--- src/rtl/sop_accumulator_pkg.sv ---
// Shared types and sizing helpers for the sum-of-products accumulator.
// Imported by the accumulator top and its adder.
package sop_accumulator_pkg;

  function automatic int clog2(input int v);
    int r;
    r = 0;
    while ((1 << r) < v) r++;
    return r;
  endfunction

  localparam int IN_W_DEF  = 9;
  localparam int N_DEF     = 4;
  localparam int ACC_W_DEF = IN_W_DEF + clog2(N_DEF);

  typedef enum logic {
    ACCUM = 1'b0,
    HOLD  = 1'b1
  } state_e;

endpackage

--- src/rtl/sop_accumulator_acc_adder.sv ---
// Ripple-carry adder for the frame accumulator, plus its full-adder cell.
// Carry-in is fixed at zero; the carry-out is exposed but not needed.
module fa_cell (
  input  logic a,
  input  logic b,
  input  logic ci,
  output logic s,
  output logic co
);

  assign s  = a ^ b ^ ci;
  assign co = (a & b) | (ci & (a ^ b));

endmodule

module acc_adder
  import sop_accumulator_pkg::*;
#(
  parameter int W = ACC_W_DEF
) (
  input  logic [W-1:0] a,
  input  logic [W-1:0] b,
  output logic [W-1:0] s,
  output logic         co
);

  logic [W:0] c;

  assign c[0] = 1'b0;
  assign co   = c[W];

  for (genvar i = 0; i < W; i++) begin : g_bit
    fa_cell u_fa (
      .a  (a[i]),
      .b  (b[i]),
      .ci (c[i]),
      .s  (s[i]),
      .co (c[i+1])
    );
  end

endmodule

--- src/rtl/sop_accumulator.sv ---
// Accumulates N sum-of-products samples into one frame total and
// returns it over a valid/ready handshake.
module sop_accumulator
  import sop_accumulator_pkg::*;
#(
  parameter int IN_W  = IN_W_DEF,
  parameter int N     = N_DEF,
  parameter int ACC_W = IN_W + clog2(N)
) (
  input  logic             clk,
  input  logic             rst_n,
  input  logic             clear,
  input  logic             in_valid,
  output logic             in_ready,
  input  logic [IN_W-1:0]  in_data,
  output logic             out_valid,
  input  logic             out_ready,
  output logic [ACC_W-1:0] out_data,
  output logic             busy
);

  localparam int CW = clog2(N);

  state_e           state;
  logic [ACC_W-1:0] acc;
  logic [ACC_W-1:0] sum;
  logic [CW-1:0]    cnt;
  logic             accept;
  logic             last;
  logic             unused_co;

  assign in_ready = (state == ACCUM) && !clear;
  assign accept   = in_valid && in_ready;
  assign last     = (cnt == CW'(N - 1));
  assign busy     = (state == HOLD) || (cnt != '0);

  acc_adder #(
    .W (ACC_W)
  ) u_add (
    .a  (acc),
    .b  ({{(ACC_W-IN_W){1'b0}}, in_data}),
    .s  (sum),
    .co (unused_co)
  );

  always_ff @(posedge clk or negedge rst_n) begin
    if (!rst_n) begin
      state     <= ACCUM;
      acc       <= '0;
      cnt       <= '0;
      out_valid <= 1'b0;
      out_data  <= '0;
    end else if (clear) begin
      acc       <= '0;
      cnt       <= '0;
      out_valid <= 1'b0;
      state     <= ACCUM;
    end else begin
      case (state)
        ACCUM: begin
          if (accept && last) begin
            out_data  <= sum;
            out_valid <= 1'b1;
            acc       <= '0;
            cnt       <= '0;
            state     <= HOLD;
          end else if (accept) begin
            acc <= sum;
            cnt <= cnt + 1'b1;
          end
        end
        HOLD: begin
          if (out_ready) begin
            out_valid <= 1'b0;
            state     <= ACCUM;
          end
        end
        default: state <= ACCUM;
      endcase
    end
  end

endmodule

--- config.mk ---
export PLATFORM = sky130hd
export DESIGN_NAME = sop_accumulator
export DESIGN_NICKNAME = d
export VERILOG_FILES = /design/src/rtl/sop_accumulator_pkg.sv /design/src/rtl/sop_accumulator_acc_adder.sv /design/src/rtl/sop_accumulator.sv
export SDC_FILE = /design/constraint.sdc
export NUM_CORES = 1
export LEC_CHECK = 0
export CAP_MARGIN = 20
export CELL_PAD_IN_SITES_DETAIL_PLACEMENT = 0
export CELL_PAD_IN_SITES_GLOBAL_PLACEMENT = 1
export CORE_UTILIZATION = 31
export CTS_CLUSTER_SIZE = 28
export DETAILED_ROUTE_END_ITERATION = 10
export HOLD_SLACK_MARGIN = 0.1
export PLACE_DENSITY_LB_ADDON = 0.15
export SLEW_MARGIN = 20
export SYNTH_ARGS = -nofsm -noshare
export SYNTH_HDL_FRONTEND = slang
export SYNTH_SLANG_ARGS = --single-unit
--- constraint.sdc ---
create_clock -name clk -period 8.2 [get_ports clk]
set_input_delay 0.82 -clock clk [delete_from_list [all_inputs] [get_ports clk]]
set_output_delay 0.82 -clock clk [all_outputs]
set_load 0.02 [all_outputs]
==> run_1/floorplan.png <==
Pins as bars on the die edge. Tap cells in gray.
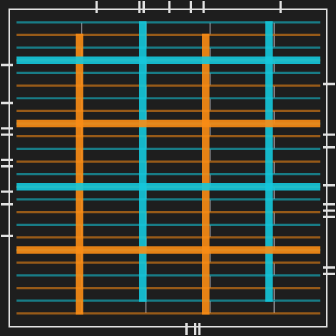
[VDD] cyan
[VSS] orange
met4 straps: 4
rows: 23
met5 straps: 4
tap cells: 50
met1 rails: 24

==> run_1/class_map.png <==
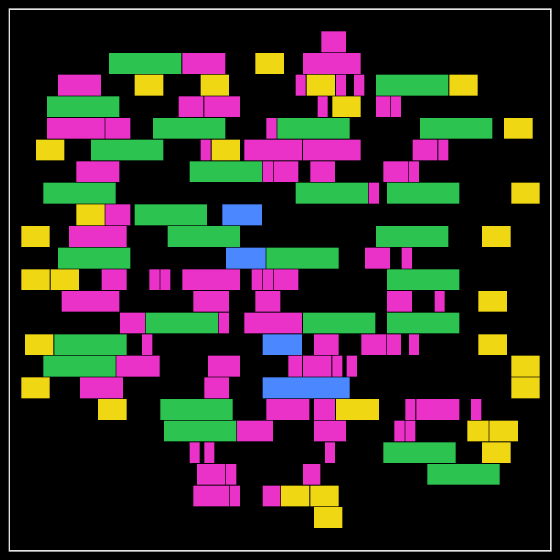
[remaining buffers and delay cells] yellow | cells: 29 | share of their area: 18%
[clock drivers and dummy loads] blue | cells: 4 | share of their area: 4.3%
[registers] green | cells: 26 | share of their area: 39%
[remaining logic cells] magenta | cells: 77 | share of their area: 39%

==> run_1/clock_wires.png <==
Scale bar: 20 um.
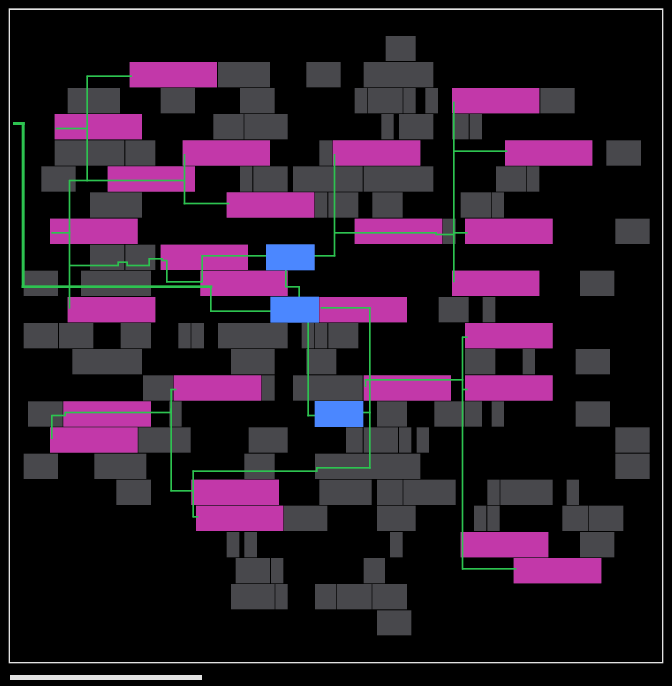
[clock wires] green | length: 323 um
[clock-net drivers] blue | count: 3
[flip-flops] magenta | count: 26
routed clock nets: 4

==> run_1/layers.png <==
Scale bar: 20 um.
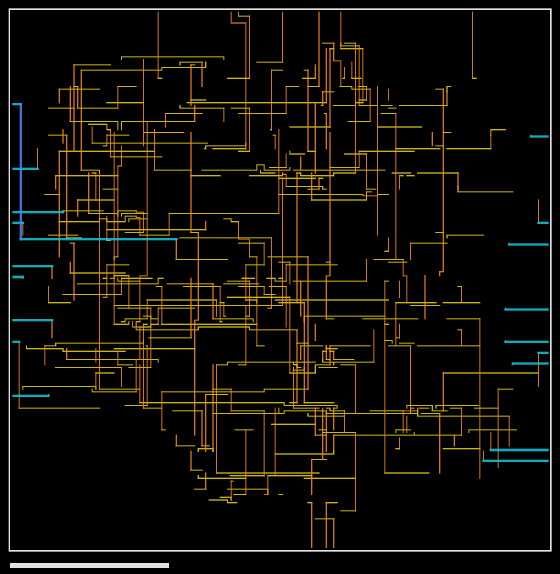
[M1] yellow | wire length: 1,190 um
[M2] orange | wire length: 1,100 um
[M3] cyan | wire length: 86.0 um
[M4] blue | wire length: 17.0 um

==> results_slide.txt, run 1 <==
Run Summary

Worst setup path
  • CP max stage cell: clkdlybuf4s50_1
  • Crit-path max FO: 3
  • Worst Setup End Kind: register
  • Critical-path cell list: clkdlybuf4s50_1 -> ha_1 -> inv_1 -> fa_1 -> fa_1 -> fa_1 -> inv_1 -> fa_1 -> fa_1 -> fa_1 -> inv_1 -> fa_1 -> fa_1 -> inv_1 -> ha_1 -> o21ai_0 -> a31o_2
  • Startpoint types: input pin
  • Worst stage delay on the critical path: 460 ps
  • Crit path DAT: 4950 ps
  • Cell mode on critical path: fa_1
  • CP bufs+invs: 5
  • Crit path required time: 8360 ps

Flow run
  • Log Warnings: 27
  • MaxCap Viol Count: 0

Drt
  • DRC violations left: 0
  • Avg WL per Cell: 12.9 um
  • DR iter-0 viols: 20
  • Via count: 851
  • Vias per inst: 4.58
  • Routed Antenna Nets: 0
  • Final WL: 2400 um

Power
  • Post-route total power: 380 uW
  • Pleak: ~0.80 nW
  • PwrDens: 219 mW/mm^2
  • Worst-case vdd ir drop: 0.0000975 V

Synth
  • Post-synth ARST share: 100%
  • Top-count cell post-synth: dfrtp_1
  • Synth cell types: 25
  • Top cell area share: around half
  • Most area-consuming cells after synthesis: dfrtp_1, fa_1, mux2_4
  • Post-Syn Area: 0.00135 mm^2
  • Count of library flops with an enable pin: 0
  • Post-synthesis cell count from yosys: 107
  • Register bit count reported by yosys: 26
  • Post-synth top flop: dfrtp_1
  • Synthesized instance count: between 100 and 150
  • Biggest area consumer among synthesized cells: dfrtp_1
  • Commonest cells post-synth: dfrtp_1, inv_1, fa_1, nand2_1
  • Syn Nets: 133

Clock tree
  • H-tree Lvls: 1
  • CTS tree: built
  • Post_cts resized: 0
  • Late-Pin Clk Latency: 270 ps
  • Setup Buffers After CTS: 0
  • Worst-case clock buffer depth: 2
  • Clock slew at reported path FFs: 90 ps
  • Clock sinks: 26
  • Cts bufs inserted: 3

Status
  • Status: finished clean

Global routing
  • GRT Util Overall: 11.6%
  • Vias in the first global route: ~830
  • Gr ovfl total: 0
  • First-pass GRT wire length: 3910 um
  • Initial antenna violation count: 0

Timing
  • Setup TNS Final: 0 ps
  • Max-slew violation count: 0
  • Setup violators final: 0
  • Final min period: approximately 4800 ps
  • RSZ-0062 raised after global routing: false
  • Worst relative slew slack: a little under three fifths
  • Highest Clock Rate: about 210 MHz
  • Worst-margin pin slew: 635 ps

Place
  • GP Congestion: 0.686
  • Port bufs: 27

Floorplan
  • Die H: 67.9 um
  • Floorplan core density: 33.0%
  • Core area: about 0.004 mm^2
  • Die Area: between 0.004 and 0.005 mm^2
  • IO Count: 28
  • Die Width: 67.9 um

Min path
  • Type of the most critical hold path: register to register

Cells and area
  • Antenna cells: 0
  • Share of layout cells above drive strength 1: between 10% and 20%
  • Fin nets: 163
==> run 1: per-layer routing <==
metal | wire [um] | GRT usage [%]
met1 | 1190 | 16.5
met2 | 1100 | 17.2
met3 | 86 | 2.00
met4 | 17 | 4.69
met5 | 0 | 0
==> run 1: worst register-to-register path: stages, from the launching register on <==
cell and delay (ps):
dfrtp_1 360, ha_1 150, inv_1 50, fa_1 410, fa_1 420, fa_1 400
inv_1 100, fa_1 210, fa_1 210, fa_1 180, inv_1 60, fa_1 420
fa_1 410, inv_1 70, ha_1 210, o21ai_0 110, a31o_2 270
==> run 1: through the flow <==
step | utilization [%] | setup slack (ps) | area (um^2) | hold WS, ps | instances
3_3_place_gp | 40.4 | 3230 | 1650 | 462 | 181
3_5_place_dp | 40.7 | 3100 | 1660 | 470 | 182
4_1_cts | 42.5 | 3360 | 1740 | 491 | 186
6_report | 42.5 | 3410 | 1740 | 483 | 186
5_1_grt | 42.5 | 3220 | 1740 | 505 | 186
2_1_floorplan | - | 3880 | 1350 | 456 | 107
==> run 1: sequential cells by signal (all words and copies together) (netlist names) <==
register	flops
cnt	2
out_valid	1
out_data	11
state	1
acc	11
==> run 1: power breakdown <==
group | leakage (nW) | switching (mW) | internal (mW)
registers | 0.351 | 0.0112 | 0.148
clock network | 0.0357 | 0.0395 | 0.0652
logic | 0.418 | 0.0560 | 0.0602
==> run 1: path summary, 6_finish.rpt <==
kind | from | to | slack [ps] | depth (start not counted)
max reg2reg | acc[0] | acc[10] | 4070 | 16
max in group asynchronous | rst_n | cnt[1] | 7040 | 2
min | out_data[2] | out_data[2] | 480 | 2
min in group asynchronous | rst_n | out_valid | 920 | 2
max | in_data[0] | acc[10] | 3410 | 17
min reg2reg | out_data[2] | out_data[2] | 480 | 2
==> run 1: placed cells by master (no fill, tap or decap), types with 5 or more instances in the layout <==
cell	netlist	final
dfrtp_1	26	26
nor2_1	5	5
o2bb2ai_1	5	5
fa_1	8	8
nand2_1	8	8
mux2_4	5	5
inv_1	18	18
a22o_1	5	5
clkdlybuf4s50_1	0	27
==> run 1: area by class of cell <==
cell class              count  area, um^2
well taps                  50        62.6
multi-input cells          59         591
inverters                  18        67.6
clock inverters             1        30.0
fillers                   396        2350
repair buffers             29         293
clock buffers               3        41.3
flip-flops and latches     26         651
==> run 1: cell families after synthesis <==
logic type / synth area share, %
xor+xnor: 1.30
buf+inv: 7.89
mux: 6.31
simple gates: 8.64
flops: 48.3
fa+ha+maj: 15.6
compound gates: 12.0
==> run_1/congestion_map.png <==
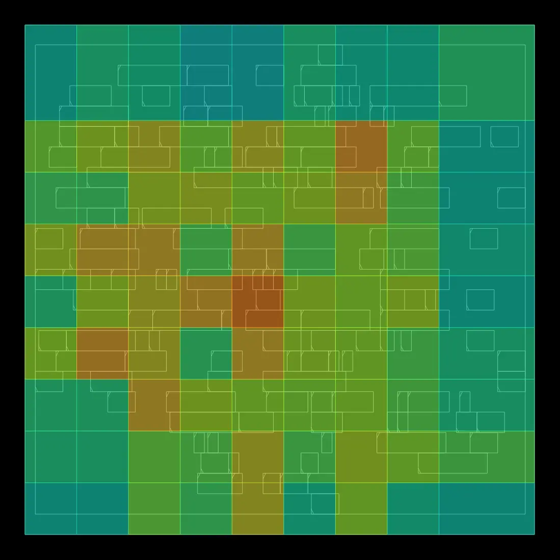

==> run 2, diff against run 1 <==
==> constraint.sdc (replaced) <==
create_clock -name clk -period 5 [get_ports clk]
set_input_delay 0.5 -clock clk [delete_from_list [all_inputs] [get_ports clk]]
set_output_delay 0.5 -clock clk [all_outputs]
set_load 0.02 [all_outputs]
==> run_2/congestion_map.png <==
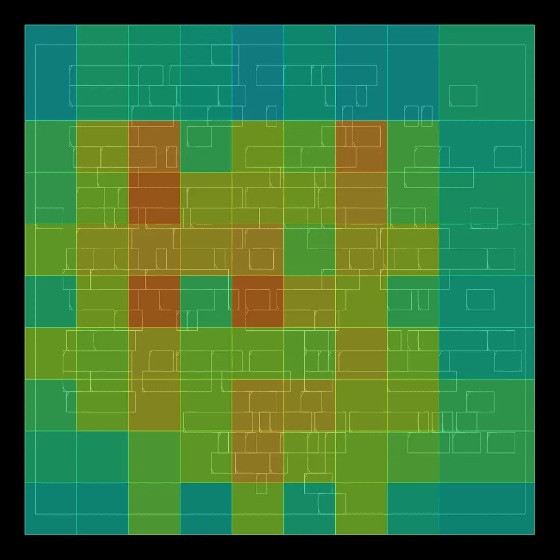
GRT Util Overall: 12.6%
grt peak-use layer: met2
met2 Use GR: 20.2%
Avg WL per Cell: 13.2 um

==> run 2 against run 1 <==
Global-route usage grew 1.1 points. Worst setup slack lost 2800 ps. Via count shrank 0.71%. Final area shrank 0.43%. Synthesized area is the same. Hold slack is essentially flat. Die area is the same. Core utilization shrank 0.18 points. Critical path depth is the same. Register-to-register slack lost 3200 ps. Flip-flop count is the same. Routed wire length grew 2.5%. Largest power group unchanged. Highest routed layer unchanged.
==> results_slide.txt, run 2 <==
Run Summary

Worst setup path
  • Worst stage delay on the critical path: 460 ps
  • Crit-path max FO: 3
  • Reg2reg start: acc[0]
  • CP max stage cell: clkdlybuf4s50_1
  • Worst R2R End: acc[10]
  • Crit path DAT: 4580 ps
  • Crit path required time: 5170 ps
  • Worst Setup End Kind: register
  • Startpoint types: input pin

Timing
  • Final min period: around 4400 ps
  • RSZ-0062 raised after global routing: false
  • Max-slew violation count: 0
  • Final worst-path setup slack: 588 ps
  • Setup violators final: 0

Synth
  • Top-count cell post-synth: dfrtp_1
  • Most area-consuming cells after synthesis: dfrtp_1, fa_1, mux2_4
  • Synth cell types: 25
  • Post-synthesis cell count from yosys: 107
  • Post-Syn Area: about 0.0013 mm^2
  • Post-synth ARST share: 100%

Place
  • Port bufs: 27
  • Inst Count DP: 182
  • GP Congestion: 0.679

Floorplan
  • IO Count: 28
  • Core area: 0.00409 mm^2

Status
  • Status: finished clean

Global routing
  • Vias in the first global route: 946
  • Gr ovfl total: 0

Drt
  • Vias per inst: about 4.5
  • Final WL: roughly 2500 um
  • DR iter-0 viols: between 40 and 50
  • Via count: 845

Clock tree
  • Clock sinks: 26
  • CTS tree: built
  • Setup Buffers After CTS: 0
  • Late-Pin Clk Latency: 270 ps
  • Post_cts resized: 0
  • H-tree Lvls: 1

Cells and area
  • Antenna cells: 0
  • Top flop regs: acc: 11 flops, out_data: 11 flops, cnt: 2 flops
  • Most frequent logic cell in the layout: clkdlybuf4s50_1
  • Most numerous logic cells after layout: clkdlybuf4s50_1, dfrtp_1, inv_1

Flow run
  • MaxCap Viol Count: 0
  • Log Warnings: 27

Power
  • PwrDens: 362 mW/mm^2
  • Pleak: around 0.8 nW
==> run_2/clock_wires.png <==
Scale bar: 20 um.
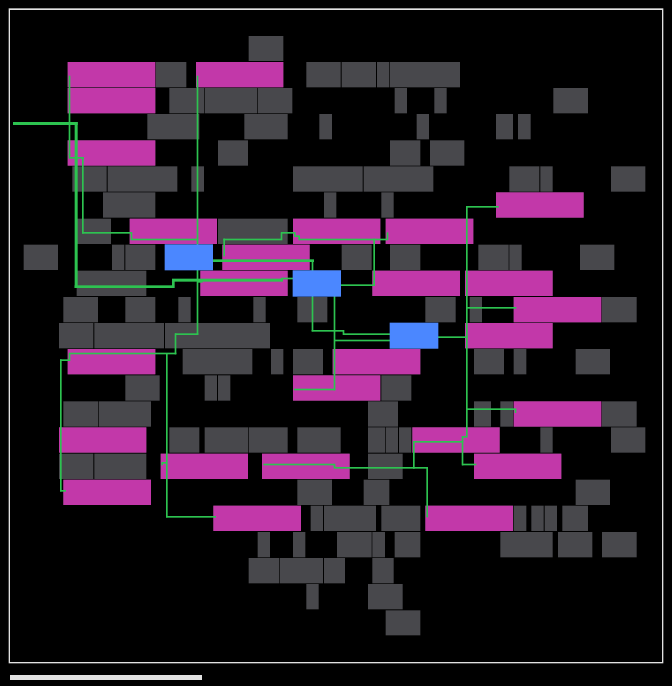
[flip-flops] magenta | count: 26
[clock wires] green | length: 324 um
[clock-net drivers] blue | count: 3
routed clock nets: 4

run 2: cells by family after synthesis:
kind of cell | Yosys count | share of synthesized area [%]
flip-flops | 26 | 48.3
buffers and inverters | 22 | 7.89
AND/OR/NAND/NOR | 20 | 8.64
AND-OR/OR-AND | 19 | 12.0
adder cells (fa/ha/maj) | 12 | 15.6
multiplexers | 6 | 6.31
XOR/XNOR | 2 | 1.30
run 2: routing by layer:
metal | global-route usage [%] | vias up | routed length [um]
met4 | 3.91 | 0 | 17
met5 | 0 | - | 0
met3 | 3.67 | 2 | 117
li1 | - | 406 | -
met1 | 16.4 | 417 | 1160
met2 | 20.2 | 20 | 1170
run 2: critical path, delay by kind of cell:
kind            cells  cell delay (ps)
fa+ha+maj          10             2990
buf+inv             5              710
compound gates      2              370
run 2: how the worst max path moves through the flow:
| stage | start | to | slack (ps) | cells after the start |
|---|---|---|---|---|
| 5_1_grt | in_data[0] | acc[10] | 360 | 17 |
| 2_1_floorplan | in_data[0] | acc[10] | 1000 | 16 |
| 3_3_place_gp | in_data[0] | acc[10] | 280 | 17 |
| 4_1_cts | in_data[0] | acc[10] | 530 | 17 |
| 6_report | in_data[0] | acc[10] | 590 | 17 |
| 3_5_place_dp | in_data[0] | acc[10] | 250 | 17 |
run 2: per-stage QoR:
step	instance area (um^2)	total power [mW]	util, %	hold WS (ps)
2_1_floorplan	1350	0.377	-	204
3_3_place_gp	1660	0.454	40.5	461
3_5_place_dp	1660	0.460	40.5	470
4_1_cts	1730	0.637	42.3	492
5_1_grt	1730	0.667	42.3	508
6_report	1730	0.625	42.3	483
run 2: power breakdown:
group	internal, mW	switching (mW)	leakage (nW)
clock network	0.107	0.0652	0.0357
registers	0.243	0.0193	0.351
logic	0.0985	0.0920	0.414
run 2: cell type report:
type | instances | area [um^2]
fillers | 394 | 2360
flip-flops and latches | 26 | 651
multi-input cells | 59 | 591
repair buffers | 29 | 285
inverters | 18 | 67.6
well taps | 50 | 62.6
clock buffers | 3 | 41.3
clock inverters | 1 | 30.0
==> run_2/floorplan.png <==
Pins as bars on the die edge. Tap cells in gray.
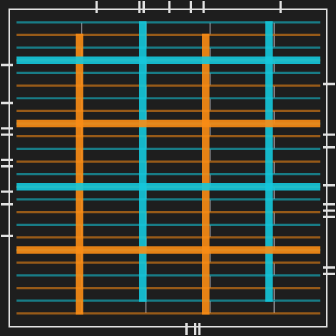

==> run 3, diff against run 2 <==
--- a/config.mk
+++ b/config.mk
@@ -8,7 +8,7 @@
 export CAP_MARGIN = 20
 export CELL_PAD_IN_SITES_DETAIL_PLACEMENT = 0
 export CELL_PAD_IN_SITES_GLOBAL_PLACEMENT = 1
-export CORE_UTILIZATION = 31
+export CORE_UTILIZATION = 40
 export CTS_CLUSTER_SIZE = 28
 export DETAILED_ROUTE_END_ITERATION = 10
 export HOLD_SLACK_MARGIN = 0.1
==> run_3/floorplan.png <==
Pins as bars on the die edge. Tap cells in gray.
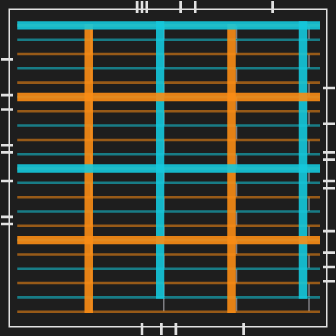
[VSS] orange
[VDD] cyan
tap cells: 44
met1 rails: 21
met5 straps: 4

==> run_3/congestion_map.png <==
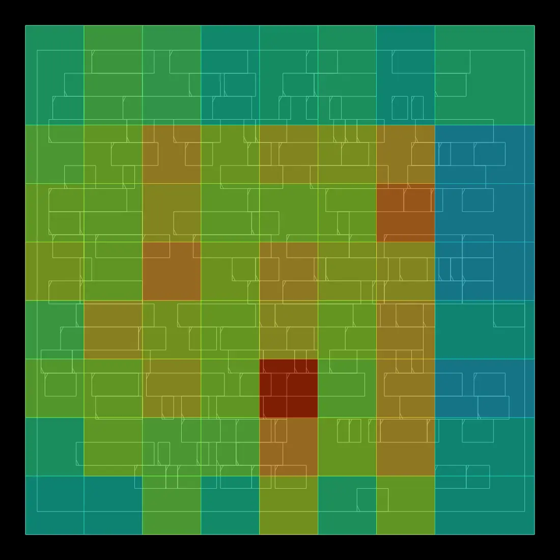
met2 Use GR: 22.5%
GRT Util Overall: 14.5%
met3 usage: 2.60%

==> run 3 against run 2 <==
Hold slack improved by 6.6 ps. Final area decreased by 2.8%. Core utilization increased by 11 points. Total power decreased by 14%. Non-clock buffer count unchanged. Largest cell class unchanged.
==> results_slide.txt, run 3 <==
Run Summary

Place
  • Setup Slack @ Placement: 243 ps
  • Port bufs: 27

Drt
  • DRC violations left: 0
  • Routed Antenna Nets: 0
  • Metal3 WL: between 50 and 60 um
  • Vias per inst: around 4.7
  • DR iter-0 viols: 27
  • M1 WL: 1130 um
  • Via count: 842
  • Highest routed layer: met4
  • Avg WL per Cell: roughly 13 um

Power
  • Worst-case vdd ir drop: 0.000132 V
  • Sw frac: 31.1%
  • PwrDens: 319 mW/mm^2
  • Logic gate share of total power: 35.3%
  • Clock share of power: 15.9%
  • Sequential power share: roughly 49%

Synth
  • Count of library flops with an enable pin: 0
  • Synth cell types: 25
  • Synthesized instance count: 107
  • Syn Nets: around 130
  • Post-synthesis cell count from yosys: about 110
  • Top cell area share: 48.3%
  • Most area-consuming cells after synthesis: dfrtp_1, fa_1, mux2_4
  • Post-synth top flop: dfrtp_1
  • Post-Syn Area: roughly 0.0013 mm^2
  • Biggest area consumer among synthesized cells: dfrtp_1
  • Top-count cell post-synth: dfrtp_1

Floorplan
  • Core area: 0.00313 mm^2
  • IO Count: 28
  • Floorplan core density: 43.1%
  • Die Area: roughly 0.0036 mm^2
  • Die H: 60.0 um
  • Die Width: 60.0 um

Clock tree
  • Worst-case clock buffer depth: 2
  • Post_cts resized: 0
  • Late-Pin Clk Latency: 310 ps
  • CTS tree: built
  • H-tree Lvls: 1
  • Setup Buffers After CTS: 0

Flow run
  • Log Warnings: 27
  • MaxCap Viol Count: 0

Cells and area
  • Antenna cells: 0
  • Final Cell Area: 0.00168 mm^2
  • Most frequent logic cell in the layout: clkdlybuf4s50_1
  • Top flop regs: acc: 11 flops, out_data: 11 flops, cnt: 2 flops
  • Fin nets: 163
  • Most numerous logic cells after layout: clkdlybuf4s50_1, dfrtp_1, inv_1
  • Final core occ: 53.7%
  • Share of layout cells above drive strength 1: 13.3%

Worst setup path
  • Crit path required time: 5210 ps
  • Startpoint types: input pin
  • Crit path DAT: 4570 ps
  • Worst Setup End Kind: register
  • Crit-path max FO: 3

Global routing
  • Initial antenna violation count: 0
  • Vias in the first global route: 846

Timing
  • Worst relative slew slack: 64.5%
  • Max-slew violation count: 0
  • RSZ-0062 raised after global routing: false
  • Setup TNS Final: 0 ps
  • Final min period: between 4000 and 5000 ps
  • Highest Clock Rate: 230 MHz
  • Setup violators final: 0

Status
  • Status: finished clean

Min path
  • Type of the most critical hold path: register to register
## run 3: final cells by class
cell class	count	area (um^2)	area share (%)
clock buffer	3	22.5	1.34
inverter	18	67.6	4.02
multi-input combinational	59	591	35.2
sequential	26	651	38.7
tap	44	55.1	3.28
timing repair buffer	29	293	17.4
## run 3: cell families (layout without fill, tap and decap cells)
logic type	count (synthesis)	in the layout	share of synthesized area, %
XOR/XNOR	2	2	1.30
adder cells (fa/ha/maj)	12	12	15.6
AND-OR/OR-AND	19	19	12.0
AND/OR/NAND/NOR	20	20	8.64
flip-flops	26	26	48.3
multiplexers	6	6	6.31
buffers and inverters	22	50	7.89
## run 3: worst max-delay path, stage by stage
cell and delay, ps:
clkdlybuf4s50_1 460, ha_1 140, inv_1 50, fa_1 410, fa_1 420, fa_1 400, inv_1 90, fa_1 210
fa_1 210, fa_1 170, inv_1 60, fa_1 410, fa_1 400, inv_1 70, ha_1 190, o21ai_0 100
a31o_2 270
## run 3: power by group through the flow
| stage | Sequential (mW) | Clock (mW) | Combinational [mW] |
|---|---|---|---|
| floorplan | 0.290 | 0 | 0.0877 |
| global placement | 0.264 | 0 | 0.188 |
| detailed placement | 0.266 | 0 | 0.190 |
| CTS | 0.262 | 0.0887 | 0.192 |
| global route | 0.265 | 0.0964 | 0.209 |
| finish | 0.262 | 0.0854 | 0.189 |
## run 3: stage by stage
| step | power [mW] | std cells | hold WS, ps |
|---|---|---|---|
| floorplan | 0.377 | 107 | 204 |
| global placement | 0.452 | 175 | 460 |
| detailed placement | 0.456 | 175 | 466 |
| CTS | 0.543 | 178 | 498 |
| global route | 0.571 | 179 | 513 |
| finish | 0.536 | 179 | 490 |
## run 3: path summary, 6_finish.rpt
kind                                  start     endpoint  slack (ps)  depth (start not counted)
worst min-delay path            out_data[2]  out_data[2]         490                          2
worst max register to register       acc[0]      acc[10]         910                         16
worst max-delay path             in_data[0]      acc[10]         640                         17
max in group asynchronous             rst_n       cnt[0]        4210                          2
worst min register to register  out_data[2]  out_data[2]         490                          2
min in group asynchronous             rst_n  out_data[8]         540                          2
## run 3: per-layer routing
layer	GRT usage (%)	vias to the layer above
li1	-	409
met1	20.3	413
met2	22.5	18
met3	2.60	2
met4	5.32	0
met5	0	-
Power is estimated from default activity; no workload was simulated.
